## config.mk

```make
export PLATFORM = sky130hd
export DESIGN_NAME = sensor_bcd_scanner
export DESIGN_NICKNAME = d
export VERILOG_FILES = /design/src/rtl/sensor_bcd_pkg.sv /design/src/rtl/bcd_dabble_core.sv /design/src/rtl/sensor_bcd_scanner.sv
export SDC_FILE = /design/constraint.sdc
export NUM_CORES = 1
export LEC_CHECK = 0
export ABC_AREA = 1
export ABC_CLOCK_PERIOD_IN_PS = 10300
export CORE_MARGIN = 8
export CORE_UTILIZATION = 56
export CTS_CLUSTER_DIAMETER = 100
export CTS_CLUSTER_SIZE = 14
export DETAILED_ROUTE_END_ITERATION = 6
export GPL_TIMING_DRIVEN = 0
export MAX_ROUTING_LAYER = met4
export PLACE_DENSITY_LB_ADDON = 0.25
export SLEW_MARGIN = 20
export SYNTH_ARGS = -nofsm -noshare
export SYNTH_HDL_FRONTEND = slang
export SYNTH_SLANG_ARGS = --single-unit
```

## constraint.sdc

```tcl
create_clock -name clk_clk -period 10.3 [get_ports clk_clk]
set_input_delay 1.545 -clock clk_clk [delete_from_list [all_inputs] [get_ports clk_clk]]
set_output_delay 1.545 -clock clk_clk [all_outputs]
set_load 0.01 [all_outputs]
```

## src/rtl/sensor_bcd_pkg.sv

```systemverilog
// Shared types and helpers for the multi-channel sensor BCD scanner.
package sensor_bcd_pkg;

    typedef enum logic [1:0] {IDLE, CONV, DONE} state_e;

    // 10^digits; the caller subtracts one to get the largest displayable value
    function automatic logic [31:0] pow10(input int unsigned digits);
        logic [31:0] v;
        v = 32'd1;
        for (int unsigned i = 0; i < digits; i++) begin
            v = v * 32'd10;
        end
        return v;
    endfunction

    // First set bit of pend searching upward from (last+1) mod n, with wrap.
    // Returns last when nothing is pending (caller gates on |pend).
    function automatic logic [3:0] rr_pick(input logic [15:0] pend, input logic [3:0] last,
                                           input int unsigned n);
        logic [3:0]  pick;
        logic        found;
        int unsigned idx;
        pick  = last;
        found = 1'b0;
        for (int unsigned i = 1; i <= 16; i++) begin
            if (!found && (i <= n)) begin
                idx = (32'(last) + i) % n;
                if (pend[idx[3:0]]) begin
                    found = 1'b1;
                    pick  = idx[3:0];
                end
            end
        end
        return pick;
    endfunction

endpackage

```

## src/rtl/bcd_dabble_core.sv

```systemverilog
// Iterative shift/add-3 binary to BCD converter, one input bit per cycle, MSB first.
module bcd_dabble_core #(
    parameter int unsigned IN_W   = 12,
    parameter int unsigned DIGITS = 3
) (
    input  logic                  i_clk,
    input  logic                  i_rst,
    input  logic                  i_start,
    input  logic [IN_W-1:0]       i_raw,
    output logic                  o_done,
    output logic [DIGITS*4-1:0]   o_bcd
);

    localparam int unsigned BW   = DIGITS * 4;
    localparam int unsigned CNTW = $clog2(IN_W + 1);

    logic [IN_W-1:0] r_shift;
    logic [BW-1:0]   r_bcd;
    logic [CNTW-1:0] r_cnt;
    logic [BW-1:0]   w_adj;

    // Add 3 to every nibble that is 5 or more before the shift
    always_comb begin
        w_adj = r_bcd;
        for (int d = 0; d < int'(DIGITS); d++) begin
            if (r_bcd[d*4 +: 4] >= 4'd5) begin
                w_adj[d*4 +: 4] = r_bcd[d*4 +: 4] + 4'd3;
            end
        end
    end

    // Load on start, then one shift step per cycle until the counter drains
    always_ff @(posedge i_clk or posedge i_rst) begin
        if (i_rst) begin
            r_shift <= '0;
            r_bcd   <= '0;
            r_cnt   <= '0;
        end else if (i_start) begin
            r_shift <= i_raw;
            r_bcd   <= '0;
            r_cnt   <= CNTW'(IN_W);
        end else if (r_cnt != '0) begin
            r_bcd   <= {w_adj[BW-2:0], r_shift[IN_W-1]};
            r_shift <= r_shift << 1;
            r_cnt   <= r_cnt - 1'b1;
        end
    end

    // High during the final step: o_bcd holds the finished result from the next cycle on
    assign o_done = (r_cnt == CNTW'(1));
    assign o_bcd  = r_bcd;

endmodule

```

## src/rtl/sensor_bcd_scanner.sv

```systemverilog
// Captures per-channel samples, converts them round-robin through one shared
// double-dabble engine, and keeps the per-channel BCD, overflow and alarm bank.
module sensor_bcd_scanner
    import sensor_bcd_pkg::*;
#(
    parameter int unsigned CH_N   = 5,
    parameter int unsigned IN_W   = 12,
    parameter int unsigned DIGITS = 3
) (
    input  logic                       clk_clk,
    input  logic                       reset_reset,
    input  logic [CH_N*IN_W-1:0]       ain_data,
    input  logic [CH_N-1:0]            ain_valid,
    input  logic [CH_N*IN_W-1:0]       thr_hi,
    input  logic [CH_N*IN_W-1:0]       thr_lo,
    output logic [CH_N*DIGITS*4-1:0]   bcd_out,
    output logic [CH_N-1:0]            bcd_upd,
    output logic [CH_N-1:0]            ovf,
    output logic [CH_N-1:0]            alarm,
    output logic [CH_N-1:0]            overrun,
    output logic                       busy
);

    localparam int unsigned BW    = DIGITS * 4;
    localparam int unsigned CW    = (CH_N > 1) ? $clog2(CH_N) : 1;
    localparam logic [31:0] LIMIT = pow10(DIGITS) - 32'd1;

    state_e                 r_state;
    logic [IN_W-1:0]        r_hold [CH_N];
    logic [CH_N-1:0]        r_pend;
    logic [3:0]             r_last;
    logic [IN_W-1:0]        r_snap;
    logic                   r_sat;
    logic [CH_N*BW-1:0]     r_bcd;
    logic [CH_N-1:0]        r_upd;
    logic [CH_N-1:0]        r_ovf;
    logic [CH_N-1:0]        r_alarm;
    logic [CH_N-1:0]        r_ovr;

    logic                   w_sel;
    logic [3:0]             w_pick;
    logic [CW-1:0]          w_sel_idx;
    logic [IN_W-1:0]        w_sel_raw;
    logic                   w_sel_sat;
    logic                   w_core_done;
    logic [BW-1:0]          w_core_bcd;

    // Round-robin choice of the next pending channel, taken only from IDLE
    always_comb begin
        w_pick    = rr_pick(16'(r_pend), r_last, CH_N);
        w_sel     = (r_state == IDLE) && (|r_pend);
        w_sel_idx = w_pick[CW-1:0];
        w_sel_raw = r_hold[w_sel_idx];
        w_sel_sat = (32'(w_sel_raw) > LIMIT);
    end

    bcd_dabble_core #(
        .IN_W   (IN_W),
        .DIGITS (DIGITS)
    ) u_core (
        .i_clk   (clk_clk),
        .i_rst   (reset_reset),
        .i_start (w_sel),
        .i_raw   (w_sel_raw),
        .o_done  (w_core_done),
        .o_bcd   (w_core_bcd)
    );

    // Scheduler FSM, output bank and capture; capture is last so it overrides pend clearing
    always_ff @(posedge clk_clk or posedge reset_reset) begin
        if (reset_reset) begin
            r_state <= IDLE;
            r_pend  <= '0;
            r_last  <= 4'(CH_N - 1);
            r_snap  <= '0;
            r_sat   <= 1'b0;
            r_bcd   <= '0;
            r_upd   <= '0;
            r_ovf   <= '0;
            r_alarm <= '0;
            r_ovr   <= '0;
            for (int c = 0; c < int'(CH_N); c++) begin
                r_hold[c] <= '0;
            end
        end else begin
            r_upd <= '0;
            r_ovr <= '0;
            unique case (r_state)
                IDLE: begin
                    if (w_sel) begin
                        r_pend[w_sel_idx] <= 1'b0;
                        r_last            <= w_pick;
                        r_snap            <= w_sel_raw;
                        r_sat             <= w_sel_sat;
                        r_state           <= CONV;
                    end
                end
                CONV: begin
                    if (w_core_done) begin
                        r_state <= DONE;
                    end
                end
                DONE: begin
                    for (int c = 0; c < int'(CH_N); c++) begin
                        if (c == int'(r_last)) begin
                            r_bcd[c*BW +: BW] <= r_sat ? {DIGITS{4'h9}} : w_core_bcd;
                            r_ovf[c]          <= r_sat;
                            r_upd[c]          <= 1'b1;
                            // Set check first so an inverted threshold pair latches on
                            if (r_snap >= thr_hi[c*IN_W +: IN_W]) begin
                                r_alarm[c] <= 1'b1;
                            end else if (r_snap <= thr_lo[c*IN_W +: IN_W]) begin
                                r_alarm[c] <= 1'b0;
                            end
                        end
                    end
                    r_state <= IDLE;
                end
                default: r_state <= IDLE;
            endcase
            for (int c = 0; c < int'(CH_N); c++) begin
                if (ain_valid[c]) begin
                    r_hold[c] <= ain_data[c*IN_W +: IN_W];
                    r_pend[c] <= 1'b1;
                    // A sample being snapshotted this cycle is not lost
                    if (r_pend[c] && !(w_sel && (int'(w_pick) == c))) begin
                        r_ovr[c] <= 1'b1;
                    end
                end
            end
        end
    end

    assign bcd_out = r_bcd;
    assign bcd_upd = r_upd;
    assign ovf     = r_ovf;
    assign alarm   = r_alarm;
    assign overrun = r_ovr;
    assign busy    = (r_state != IDLE);

endmodule

```

==> run notes <==
run metrics: dpl cell area=16930 um2, most common cell in the synthesized netlist=nand2_1, Global Route met2 Usage=45.32%, Multiplexer share=0%, combinational power=0.500 mW, postcts setup bufs=0, Residual DRC=0, final setup TNS=0 ns, Critical path buffers and inverters=10, largest net degree at the start of global routing=108, Avg Cell Area, Syn=7.409 um2, xor/xnor share=1.627%, Overall Power=2.074 mW, area leader, netlist=dfrtp_1, Internal=1.429 mW, commonest cells in the netlist=nand2_1 (576), inv_1 (262), dfrtp_1 (191), ha_1 (171), nand3_1 (111), critical path type=flop to flop, Layout area overhead=26.82%, grt met1 use=33.85%, Largest logic family=simple AND/OR/NAND/NOR gates, asr flop ratio synth=100.0%, met3 WL post-DR=2370 um, first-pass GRT wire length=65950 um, Distinct lib cells used=52, switching part of the total power=31.07%, I/O Pins=268, GRT Overall Usage=27.52%, H-tree level count=4, yosys simple share=27.32%, final worst slack=3.041 ns, CP max-delay cell=dfrtp_1, Biggest Area Class=multi-input combinational cells, clk tree area frac=3.500%, sequential power share=42.9%, aoi share=11.53%, Net Sw Power=0.6443 mW, Top FF cell, synth=dfrtp_1, max layer used=met4, most numerous logic cell after layout=nand2_1, Top delay family on crit path=simple AND/OR/NAND/NOR gates, routed len/inst=16.56 um, Placed Instances=2458, FF+latch count, synth=192, vias in the first global route=13340, Max VDD drop=0.0001099 V, setup violators final=0, # Cells Yosys=1868, hold endpoint=r_hold[2], status=complete, no violations, Signal inverters=290, Non-clock buffers, area share=16.43%, Synth warnings=0, CTS Sinks=192, final number of hold-violating endpoints=0, Flop area=4806 um2, grt total ovfl=0, Comb/total area=44.10%, flop2flop setup slack=3.04 ns, Vias/cell=5.476, Worst Path Required=10.65 ns, synthesized instance count=1868, # resized after CTS=0, final core occ=72.18%, hold path start=r_hold[2], Logic pwr share=24.1%, Clock group=0.683 mW, Startpoint Class=flop, R2R Path End=u_core.r_shift[10], pre-CTS setup slack=3.240 ns, Setup Skew=0.01349 ns, Worst path depth=40, num tapcells=324, Worst Hold Depth=2, OpenROAD warning count=58, core region area=24320 um2, met2 WL=19560 um, RR Startpoint=r_last[0], Initial DRT Pass Iterations=5, Critical Path End Type=flop, Post-CTS Hold Buffers=0, critical path peak fanout=10, Die W=173.2 um
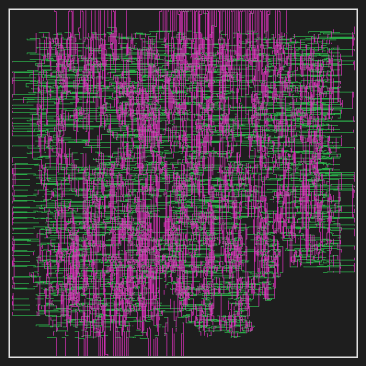
(signal wires by layer)
Drawn at 2 px/um. Two of the layers only.
legend:
  magenta:
    layer: metal 2
    wire_length: 19600 um
  green:
    layer: metal 1
    wire_length: 18100 um

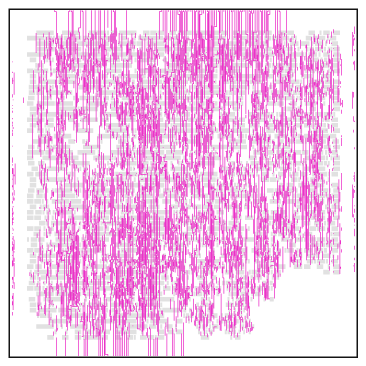
(signal wires on met2)
Drawn at 2 px/um. Cells faint in the background.
longest straight run: 55.4 um
wire length on this layer: 19600 um
share of all routed wire: 47%
nets with wire on the layer: 2051

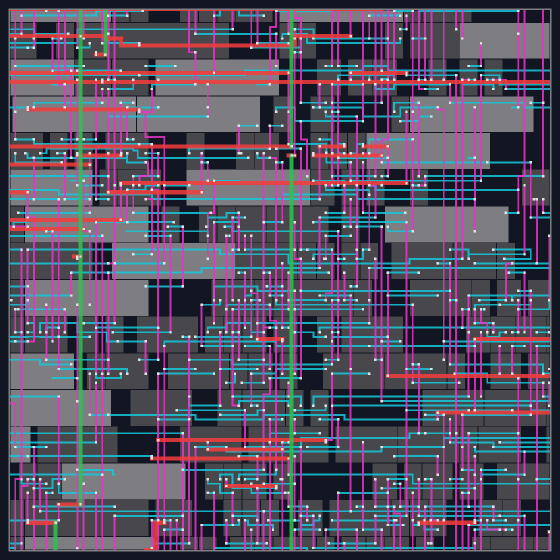
(layout detail)
Window x 67 to 107, y 67 to 107 um. Cells in gray, sequential cells in the stronger gray; small squares are vias.
legend:
  green:
    layer: metal 4
  cyan:
    layer: metal 1
  red:
    layer: metal 3
  magenta:
    layer: metal 2
most frequent: nand2_1 (30), inv_1 (18), ha_1 (17)
netlist names of flops here include: u_core.r_shift (9), r_snap (6)
sequential cells in the window: 16
cells with their middle in the window: 140

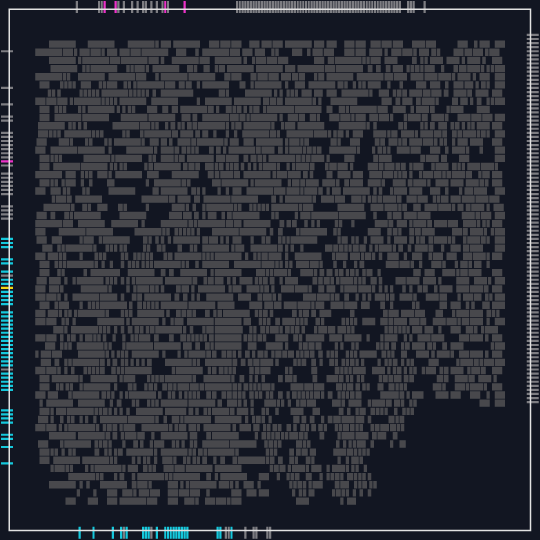
(ports around the boundary)
Drawn at 3 px/um. Pins as bars across the die edge, other pins in gray.
legend:
  magenta:
    port: bcd_upd
    pins: 5
    direction: output
    edge: 4 top, 1 left
  yellow:
    port: reset_reset
    pins: 1
    direction: input
    edge: left
  cyan:
    port: ain_data
    pins: 60
    direction: input
    edge: 39 left, 21 bottom

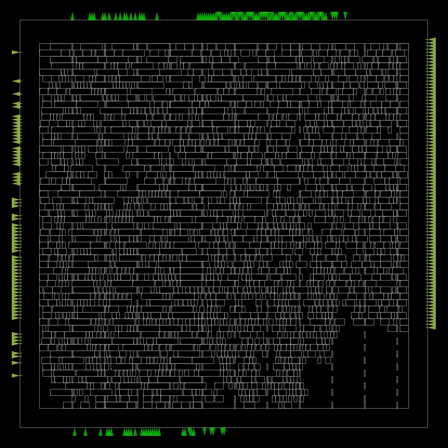
(cell outlines without signal wires)
Row Count: 57
flop count: 192
fin cells: 2492
FILL cells: 1915

No activity file was given, so power comes from the tool's default toggle rates.
